==> images/clock_wires.png <==
Scale: 4 px per um.
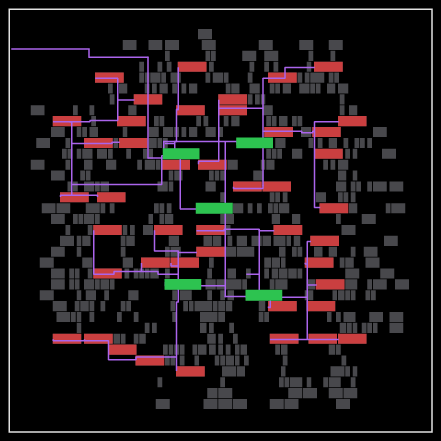
==> images/m3.png <==
Scale: 4 px per um.
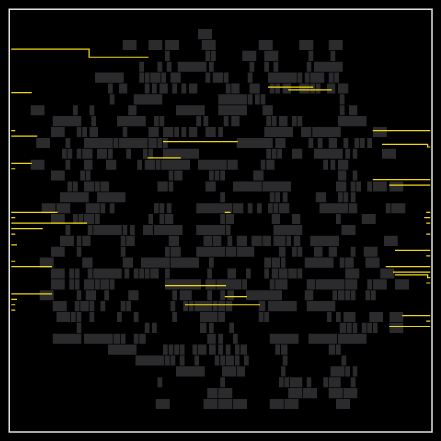
==> images/class_map.png <==
Scale: 3 px per um.
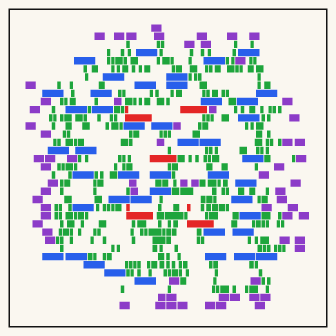
==> images/port_trees.png <==
Scale: 4 px per um.
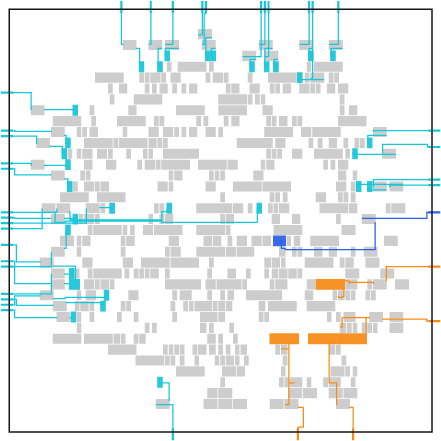
==> images/clock_nets.png <==
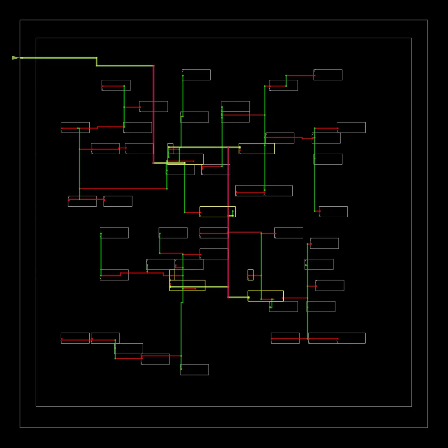
--- src/rtl/route_walker_if.sv ---
// Route walker handshake bundle: route intake from the route generator and
// hop issue toward the link arbiter. master = the environment driving routes
// and consuming hops, slave = the walker itself.
interface route_walker_if #(
  parameter int DIM    = 4,
  parameter int MAXHOP = 16
);
  localparam int CW = $clog2(MAXHOP + 1);

  // Route intake
  logic                  path_valid;
  logic                  path_ready;
  logic [2*MAXHOP-1:0]   path_i;
  logic [CW-1:0]         hops_i;
  logic [DIM-1:0]        src_i;

  // Hop issue
  logic                  hop_valid;
  logic                  hop_ready;
  logic [1:0]            hop_dim_o;
  logic [DIM-1:0]        hop_node_o;
  logic                  hop_last_o;

  modport master (
    output path_valid, path_i, hops_i, src_i, hop_ready,
    input  path_ready, hop_valid, hop_dim_o, hop_node_o, hop_last_o
  );

  modport slave (
    input  path_valid, path_i, hops_i, src_i, hop_ready,
    output path_ready, hop_valid, hop_dim_o, hop_node_o, hop_last_o
  );
endinterface

--- src/rtl/route_walker.sv ---
// Route walker: takes one packed hypercube route (2-bit dimension per hop,
// hop 0 in the LSBs) and issues its hops one at a time, tracking the current
// node by flipping the addressed dimension bit on every accepted hop.
module route_walker #(
  parameter int DIM    = 4,
  parameter int MAXHOP = 16
) (
  input  logic           clk,
  input  logic           rst,
  route_walker_if.slave  rw,
  output logic [DIM-1:0] cur_node_o,
  output logic           busy_o,
  output logic           done_o,
  output logic           err_o
);
  localparam int CW = $clog2(MAXHOP + 1);
  localparam logic [CW-1:0] MAX_HOPS = CW'(MAXHOP);
  localparam logic [CW-1:0] ONE_HOP  = CW'(1);

  typedef enum logic [1:0] {
    IDLE = 2'd0,
    WALK = 2'd1,
    DONE = 2'd2
  } state_t;

  state_t              state_q;
  logic [2*MAXHOP-1:0] sreg_q;
  logic [CW-1:0]       cnt_q;
  logic [DIM-1:0]      node_q;
  logic                err_q;

  logic [1:0]          hop_dim;
  logic [DIM-1:0]      hop_node;

  // The current hop's dimension is always the bottom pair of the shift register.
  assign hop_dim = sreg_q[1:0];

  // Next node: flip exactly the bit selected by the hop dimension (pure XOR).
  genvar gi;
  generate
    for (gi = 0; gi < DIM; gi++) begin : g_flip
      assign hop_node[gi] = node_q[gi] ^ (hop_dim == 2'(gi));
    end
  endgenerate

  // Handshake flags decode from state only; hop payload comes from registers.
  assign rw.path_ready = (state_q == IDLE);
  assign rw.hop_valid  = (state_q == WALK);
  assign rw.hop_dim_o  = hop_dim;
  assign rw.hop_node_o = hop_node;
  assign rw.hop_last_o = (state_q == WALK) && (cnt_q == ONE_HOP);

  assign cur_node_o = node_q;
  assign busy_o     = (state_q != IDLE);
  assign done_o     = (state_q == DONE);
  assign err_o      = err_q;

  // Route FSM: load in IDLE, shift out one hop per handshake in WALK,
  // single-cycle DONE before returning to IDLE.
  always_ff @(posedge clk) begin
    if (rst) begin
      state_q <= IDLE;
      sreg_q  <= '0;
      cnt_q   <= '0;
      node_q  <= '0;
      err_q   <= 1'b0;
    end else begin
      err_q <= 1'b0;
      case (state_q)
        IDLE: begin
          if (rw.path_valid) begin
            if (rw.hops_i > MAX_HOPS) begin
              // Oversized route: flag it and drop it without touching state.
              err_q <= 1'b1;
            end else if (rw.hops_i == '0) begin
              node_q  <= rw.src_i;
              state_q <= DONE;
            end else begin
              sreg_q  <= rw.path_i;
              cnt_q   <= rw.hops_i;
              node_q  <= rw.src_i;
              state_q <= WALK;
            end
          end
        end
        WALK: begin
          if (rw.hop_ready) begin
            node_q <= hop_node;
            sreg_q <= sreg_q >> 2;
            cnt_q  <= cnt_q - ONE_HOP;
            if (cnt_q == ONE_HOP) begin
              state_q <= DONE;
            end
          end
        end
        DONE: begin
          state_q <= IDLE;
        end
        default: begin
          state_q <= IDLE;
        end
      endcase
    end
  end
endmodule

--- src/flat_wrapper.sv ---
// flat-port wrapper written by rule: the top's interface ports become plain ports
module route_walker_flat 
#(
  parameter int DIM    = 4,
  parameter int MAXHOP = 16
)
  (clk, rst, cur_node_o, busy_o, done_o, err_o, rw_path_valid, rw_path_i, rw_hops_i, rw_src_i, rw_hop_ready, rw_path_ready, rw_hop_valid, rw_hop_dim_o, rw_hop_node_o, rw_hop_last_o);
  route_walker_if #(.DIM(DIM), .MAXHOP(MAXHOP)) rw_i ();
  input  logic clk;
  input  logic rst;
  output logic [DIM-1:0] cur_node_o;
  output logic busy_o;
  output logic done_o;
  output logic err_o;
  input wire logic [$bits(rw_i.path_valid)-1:0] rw_path_valid;
  input wire logic [$bits(rw_i.path_i)-1:0] rw_path_i;
  input wire logic [$bits(rw_i.hops_i)-1:0] rw_hops_i;
  input wire logic [$bits(rw_i.src_i)-1:0] rw_src_i;
  input wire logic [$bits(rw_i.hop_ready)-1:0] rw_hop_ready;
  output wire logic [$bits(rw_i.path_ready)-1:0] rw_path_ready;
  output wire logic [$bits(rw_i.hop_valid)-1:0] rw_hop_valid;
  output wire logic [$bits(rw_i.hop_dim_o)-1:0] rw_hop_dim_o;
  output wire logic [$bits(rw_i.hop_node_o)-1:0] rw_hop_node_o;
  output wire logic [$bits(rw_i.hop_last_o)-1:0] rw_hop_last_o;
  assign rw_i.path_valid = rw_path_valid;
  assign rw_i.path_i = rw_path_i;
  assign rw_i.hops_i = rw_hops_i;
  assign rw_i.src_i = rw_src_i;
  assign rw_i.hop_ready = rw_hop_ready;
  assign rw_path_ready = rw_i.path_ready;
  assign rw_hop_valid = rw_i.hop_valid;
  assign rw_hop_dim_o = rw_i.hop_dim_o;
  assign rw_hop_node_o = rw_i.hop_node_o;
  assign rw_hop_last_o = rw_i.hop_last_o;
  route_walker #(.DIM(DIM), .MAXHOP(MAXHOP)) u_core (.clk(clk), .rst(rst), .rw(rw_i), .cur_node_o(cur_node_o), .busy_o(busy_o), .done_o(done_o), .err_o(err_o));
endmodule
--- config.mk ---
export PLATFORM = sky130hd
export DESIGN_NAME = route_walker_flat
export DESIGN_NICKNAME = d
export VERILOG_FILES = /design/src/rtl/route_walker_if.sv /design/src/rtl/route_walker.sv /design/src/flat_wrapper.sv
export SDC_FILE = /design/constraint.sdc
export NUM_CORES = 1
export LEC_CHECK = 0
export ABC_AREA = 1
export CORE_MARGIN = 4
export CORE_UTILIZATION = 28
export CTS_BUF_LIST = sky130_fd_sc_hd__clkbuf_16
export CTS_CLUSTER_DIAMETER = 60
export DETAILED_ROUTE_END_ITERATION = 8
export PLACE_DENSITY_LB_ADDON = 0.1
export SYNTH_ARGS = -nofsm -noshare
export SYNTH_HDL_FRONTEND = slang
export SYNTH_SLANG_ARGS = --single-unit
--- constraint.sdc ---
create_clock -name clk -period 2.8 [get_ports clk]
set_input_delay 0.28 -clock clk [delete_from_list [all_inputs] [get_ports clk]]
set_output_delay 0.28 -clock clk [all_outputs]
set_load 0.03 [all_outputs]
==> run notes <==
The run has ended; figures from its reports follow.

The flow ran to the end, and the final reports show no timing, DRC or antenna violations. The global-route wire length before repair came out at 11.9 mm. The post-CTS setup buffer count is 0. The core region is 0.00924 mm^2. The root buffer selected by CTS is sky130_fd_sc_hd__clkbuf_16. The most critical setup path has its startpoint at u_core.state_q[1]. In this run the biggest area consumer among cell types represents 33.2% of the synthesized area. The clock tree synthesis step divided the H-tree into 2 levels. The DRC violation total after the first TritonRoute iteration is 85. Yosys mapped a number of flops with a built-in enable equal to 0.

The floorplan utilization is 28.7%. The register clock-pin slew on the reported worst setup and hold paths is 60 ps. The destination of the worst register-to-register timing path is u_core.sreg_q[0]. The number of cells in Yosys stat is 404.

The final max-slew violation count came out at 0. For reference, the top cells by area after synthesis are sky130_fd_sc_hd__dfxtp_1, sky130_fd_sc_hd__nand2_1, sky130_fd_sc_hd__nand3b_1, sky130_fd_sc_hd__nor2_2, sky130_fd_sc_hd__nor2_1. The total count of hold-check failures in the final report is 0. The count of yosys warnings during synthesis came out at 0.

The synthesized cell area is 0.00265 mm^2. In this run the worst setup path terminates at rw_hop_valid. The transition time at the pin with the least slew margin came out at 556 ps. The overall global routing resource usage is 12.9%.

The upper clock frequency limit came out at 439 MHz. The quantity of hold-fixing buffers added after cts came out at 0. The final layout report lists a filler cell count of 1012. The routed design shows a via density per instance of 4.30.
Back to the opening pictures, clock_wires.png:
Key: red = flip-flops [count 44]; purple = clock wires [length 658 um]; green = clock-net drivers [count 5]
There are 6 routed clock nets.
Worst-Skew Late Latency: 280 ps
clock network fraction of total power: 28.7%
clock tree skew after final layout: 7.16 ps
Clock net power: 557 uW

Back to the opening pictures, m3.png:
The layer holds 4.5% of the routed length. 39 nets have wire on it. The layer carries 314 um of wire. The longest straight run is 19.3 um.
grt met3 use: 3.12%
Post-Route WL: 6.93 mm
count of vias placed by the detailed router: 2514

Back to the opening pictures, class_map.png:
Key: blue = registers [cells 44, share of their area 27%]; red = clock drivers and dummy loads [cells 8, share of their area 4.2%]; purple = remaining buffers and delay cells [cells 68, share of their area 20%]; green = remaining logic cells [cells 336, share of their area 49%]

Back to the opening pictures, port_trees.png:
Key: blue = rw_hop_ready [direction input, edge east, end cells 1, buffers 1, wire 51.0 um]; cyan = rw_path_i [direction input, edge 16 west, 11 north, 4 east, 1 south, end cells 32, buffers 32, wire 626 um]; orange = cur_node_o [direction output, edge 2 south, 2 east, end cells 4, buffers 4, wire 110 um]

Back to the opening pictures, clock_nets.png:
Clock Sinks: 44
Clock Buffer Count: 5
sequential cell count: 44

==> power by group through the flow <==
stage | clock, mW | combinational [mW] | sequential (mW)
after floorplan | 0 | 0.449 | 0.780
after global placement | 0 | 0.627 | 0.775
after detailed placement | 0 | 0.628 | 0.776
after CTS | 0.573 | 0.631 | 0.762
after global routing | 0.605 | 0.699 | 0.772
final | 0.557 | 0.620 | 0.762
==> per-layer routing <==
metal,GRT usage (%),part of all wire (%)
met5,0,0
met4,3.09,0.91
met3,3.12,4.5
met2,21.0,44
met1,17.3,50
==> synth_stat cells, drive strengths merged (2+ instances only) <==
| cell | n |
|---|---|
| nand2 | 162 |
| nor2 | 93 |
| dfxtp | 44 |
| nand3b | 32 |
| buf | 18 |
| inv | 17 |
| o21ai | 10 |
| clkbuf | 6 |
| a21oi | 5 |
| nand3 | 5 |
| a31oi | 2 |
| ha | 2 |
| nand4 | 2 |
| xnor2 | 2 |
| xor2 | 2 |
==> stage by stage <==
stage	std cells	setup WS (ps)	instance area, um^2	hold WS (ps)
floorplan	404	1220	2650	349
global placement	577	580	3290	467
detailed placement	577	563	3290	461
CTS	585	475	3430	473
global route	585	367	3430	500
finish	585	521	3430	470
==> worst min path at each step <==
stage	depth (start not counted)	start	slack (ps)	end
floorplan	1	rst	350	u_core.sreg_q[30]
global placement	2	u_core.sreg_q[2]	470	u_core.sreg_q[2]
detailed placement	2	u_core.sreg_q[31]	460	u_core.sreg_q[31]
CTS	2	u_core.sreg_q[30]	470	u_core.sreg_q[30]
global route	2	u_core.sreg_q[2]	500	u_core.sreg_q[2]
finish	2	u_core.sreg_q[30]	470	u_core.sreg_q[30]
==> cells by family (layout without fill, tap and decap cells) <==
| logic type | Yosys count | after routing | synth area share, % |
|---|---|---|---|
| compound gates | 18 | 18 | 3.82 |
| xor+xnor | 4 | 4 | 1.32 |
| fa+ha+maj | 2 | 2 | 0.944 |
| buf+inv | 41 | 93 | 9.34 |
| flops | 44 | 44 | 33.2 |
| simple gates | 295 | 295 | 51.3 |
==> sequential cells by signal, indices dropped and copies added, names as in the netlist <==
signal,cells
u_core.err_o,1
u_core.cur_node_o,4
u_core.state_q,2
u_core.sreg_q,32
u_core.cnt_q,5
==> critical path, cell delays in order, from the launching register on <==
cell	delay (ps)
sky130_fd_sc_hd__dfxtp_1	350
sky130_fd_sc_hd__inv_2	110
sky130_fd_sc_hd__nand2_2	310
sky130_fd_sc_hd__inv_1	430
sky130_fd_sc_hd__buf_4	310
sky130_fd_sc_hd__buf_4	200
==> area by class of cell <==
| cell class | instances | area [um^2] | area share [%] |
|---|---|---|---|
| well taps | 129 | 161 | 4.71 |
| clock inverters | 3 | 11.3 | 0.328 |
| inverters | 17 | 68.8 | 2.01 |
| repair buffers | 68 | 658 | 19.2 |
| clock buffers | 5 | 125 | 3.65 |
| flip-flops and latches | 44 | 881 | 25.7 |
| multi-input cells | 319 | 1520 | 44.4 |
Power and IR drop assume default switching activity.
